$ cat src/rtl/arith_pkg.sv
// Shared definitions for the bit-serial arithmetic blocks (adder now,
// subtractor/ALU later).
package arith_pkg;

   localparam int DEFAULT_WIDTH = 8;

   typedef enum logic [1:0] {
      IDLE = 2'd0,
      RUN  = 2'd1,
      DONE = 2'd2
   } state_t;

endpackage

$ cat src/rtl/fa_cell.sv
// Single-bit full adder; the only arithmetic in the serial adder.
module fa_cell (
   input  logic A,
   input  logic B,
   input  logic C,
   output logic Sum,
   output logic Carry
);

   // sum and carry of three one-bit inputs
   always_comb begin
      Sum   = A ^ B ^ C;
      Carry = (A & B) | (C & (A ^ B));
   end

endmodule

$ cat src/rtl/serial_adder.sv
// Bit-serial adder: {cout,sum} = a + b + cin, LSB first, one bit per clock.
//
// state | meaning
// ------+-------------------------------------------------------------
// IDLE  | waiting for start; sum/cout hold the last result
// RUN   | one operand bit pair per edge through fa_cell
// DONE  | one-cycle done pulse; start here chains the next operation
module serial_adder
   import arith_pkg::*;
#(
   parameter int WIDTH = DEFAULT_WIDTH
) (
   input  logic             clk,
   input  logic             rst,
   input  logic             start,
   input  logic [WIDTH-1:0] a,
   input  logic [WIDTH-1:0] b,
   input  logic             cin,
   output logic             busy,
   output logic             done,
   output logic [WIDTH-1:0] sum,
   output logic             cout
);

   localparam int CW = (WIDTH > 1) ? $clog2(WIDTH) : 1;
   localparam logic [CW-1:0] LAST = CW'(WIDTH - 1);

   state_t           state;
   logic [WIDTH-1:0] a_sr;
   logic [WIDTH-1:0] b_sr;
   // holds the WIDTH-1 bits produced so far; the last bit goes straight to sum
   logic [WIDTH-2:0] res_sr;
   logic             carry;
   logic [CW-1:0]    cnt;
   logic             s_bit;
   logic             c_next;
   logic [WIDTH-1:0] res_next;

   fa_cell u_fa (
      .A     (a_sr[0]),
      .B     (b_sr[0]),
      .C     (carry),
      .Sum   (s_bit),
      .Carry (c_next)
   );

   // result register with the current bit shifted in at the top
   always_comb begin
      res_next = {s_bit, res_sr};
   end

   // control FSM, operand/result shifting and registered outputs
   always_ff @(posedge clk) begin
      if (rst) begin
         state  <= IDLE;
         a_sr   <= '0;
         b_sr   <= '0;
         res_sr <= '0;
         carry  <= 1'b0;
         cnt    <= '0;
         busy   <= 1'b0;
         done   <= 1'b0;
         sum    <= '0;
         cout   <= 1'b0;
      end else begin
         case (state)
            IDLE: begin
               done <= 1'b0;
               if (start) begin
                  a_sr   <= a;
                  b_sr   <= b;
                  carry  <= cin;
                  res_sr <= '0;
                  cnt    <= '0;
                  busy   <= 1'b1;
                  state  <= RUN;
               end
            end
            RUN: begin
               a_sr   <= a_sr >> 1;
               b_sr   <= b_sr >> 1;
               res_sr <= res_next[WIDTH-1:1];
               carry  <= c_next;
               if (cnt == LAST) begin
                  sum   <= res_next;
                  cout  <= c_next;
                  done  <= 1'b1;
                  busy  <= 1'b0;
                  state <= DONE;
               end else begin
                  cnt <= cnt + CW'(1);
               end
            end
            DONE: begin
               done <= 1'b0;
               if (start) begin
                  a_sr   <= a;
                  b_sr   <= b;
                  carry  <= cin;
                  res_sr <= '0;
                  cnt    <= '0;
                  busy   <= 1'b1;
                  state  <= RUN;
               end else begin
                  state <= IDLE;
               end
            end
            default: begin
               busy  <= 1'b0;
               done  <= 1'b0;
               state <= IDLE;
            end
         endcase
      end
   end

endmodule

$ cat config.mk
export PLATFORM = sky130hd
export DESIGN_NAME = serial_adder
export DESIGN_NICKNAME = d
export VERILOG_FILES = /design/src/rtl/arith_pkg.sv /design/src/rtl/fa_cell.sv /design/src/rtl/serial_adder.sv
export SDC_FILE = /design/constraint.sdc
export NUM_CORES = 1
export LEC_CHECK = 0
export CAP_MARGIN = 15
export CORE_MARGIN = 10
export CORE_UTILIZATION = 30
export CTS_CLUSTER_SIZE = 16
export DETAILED_ROUTE_END_ITERATION = 7
export GPL_TIMING_DRIVEN = 0
export MAX_ROUTING_LAYER = met4
export PLACE_DENSITY = 0.52
export SETUP_SLACK_MARGIN = 0.4
export SYNTH_ARGS = -nofsm -noshare
export SYNTH_HDL_FRONTEND = slang
export SYNTH_SLANG_ARGS = --single-unit
$ cat constraint.sdc
create_clock -name clk -period 2.4 [get_ports clk]
set_clock_uncertainty 0.05 [all_clocks]
set_input_delay 0.48 -clock clk [delete_from_list [all_inputs] [get_ports clk]]
set_output_delay 0.48 -clock clk [all_outputs]
set_load 0.1 [all_outputs]
==> metrics.yaml <==
routing:
  top_layer_used: "met4"
  ant_nets: 0
finish:
  drive_gt1_share_pct: 23.08
  comb_share_pct: 39.33
  layout.nets: 244
  signal_buffers: 46
  seq_area_um2: 800.8
  lay_top_count: "dfxtp_1"
  areaGrowthSynthToFinish_pct: 24.91
  comb_area_um2: 883.3
cts:
  post_cts_resized: 24
  clk_path_buf_depth: 2
worst_setup_path:
  setup.worst_path.start_class: "flip-flop"
  crit_start: "sum[0]"
  crit_cells: 1
  path_buffers: 1
  worstPathRequired_ps: 1870
  rr_startpoint: "cnt[0]"
  cp-end-kind: "output port"
  cp_cell_sequence: "clkdlybuf4s15_1"
timing:
  relSlewSlack_pct: 37.02
  slew_violations: 0
logic_synthesis:
  syn_avg_cell_area_um2: 9.719
  xor_area_share_pct: 0
  ys_top_cells_by_area: "dfxtp_1 (45%), mux2i_1 (8.4%), a211oi_2 (7.0%), a21oi_1 (6.1%), nand3_1 (5.6%)"
  ys_cells: 185
  async_flop_share_pct: 0
place:
  dp_slack_ps: 391.0
  placed_cells: 289
  place_area_um2: 2182
  globalplace.congestion: 0.7579
global_route:
  grt-busiest-layer: "met2"
  grt-ovfl-total: 0
run:
  drv_cap: 0
power_and_ir_drop:
  power_leakage_nw: 0.7951
  p_sw_share_pct: 25.76
  totalPowerFinal_mw: 1.448
  pg_clk_uw: 472
die:
  fp-row-count: 28
  ios: 31
outcome:
  status: "finished, final reports clean"
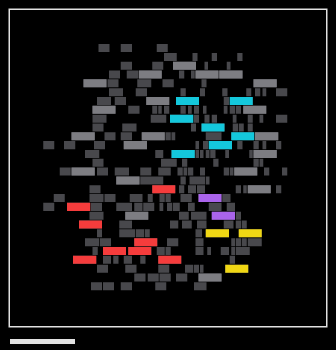
(sequential cells colored by netlist name)
Scale bar: 20 µm. Other sequential cells in the stronger gray, the rest of the logic in the fainter gray.
[`cnt`] yellow | flops: 3
[`state`] purple | flops: 2
[`res_sr`] cyan | flops: 7
[`b_sr`] red | flops: 8
not colored: 20

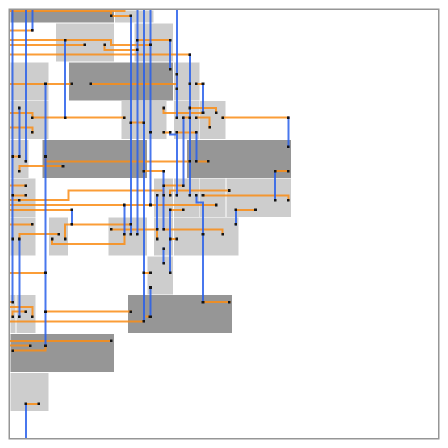
(layout detail)
Region (58, 9) to (88, 39) µm. Cells in gray, sequential cells in the stronger gray; small squares are vias.
[met2] blue
[met1] orange
netlist names of flops here include: `cnt` (3)
most frequent: dfxtp_1 (5), nand2_1 (3), a21oi_1 (3)
cells with their middle in the window: 27
sequential cells in the window: 5

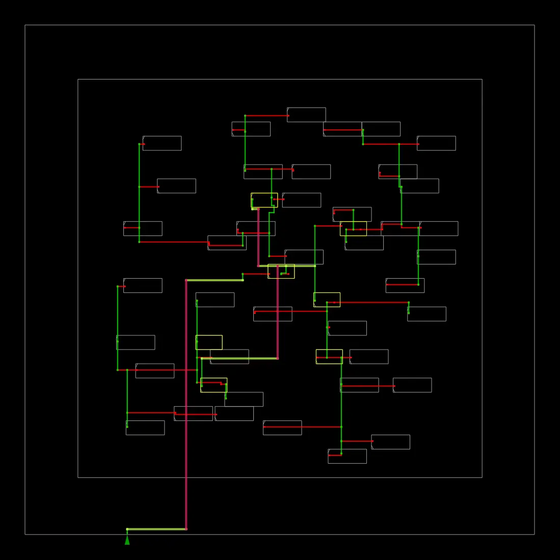
(the clock network)
clk sinks: 40
CTS buffer count: 5
CLK BUF: 7
clk_lat worst skew: 290 ps
final sequential cell count: 40

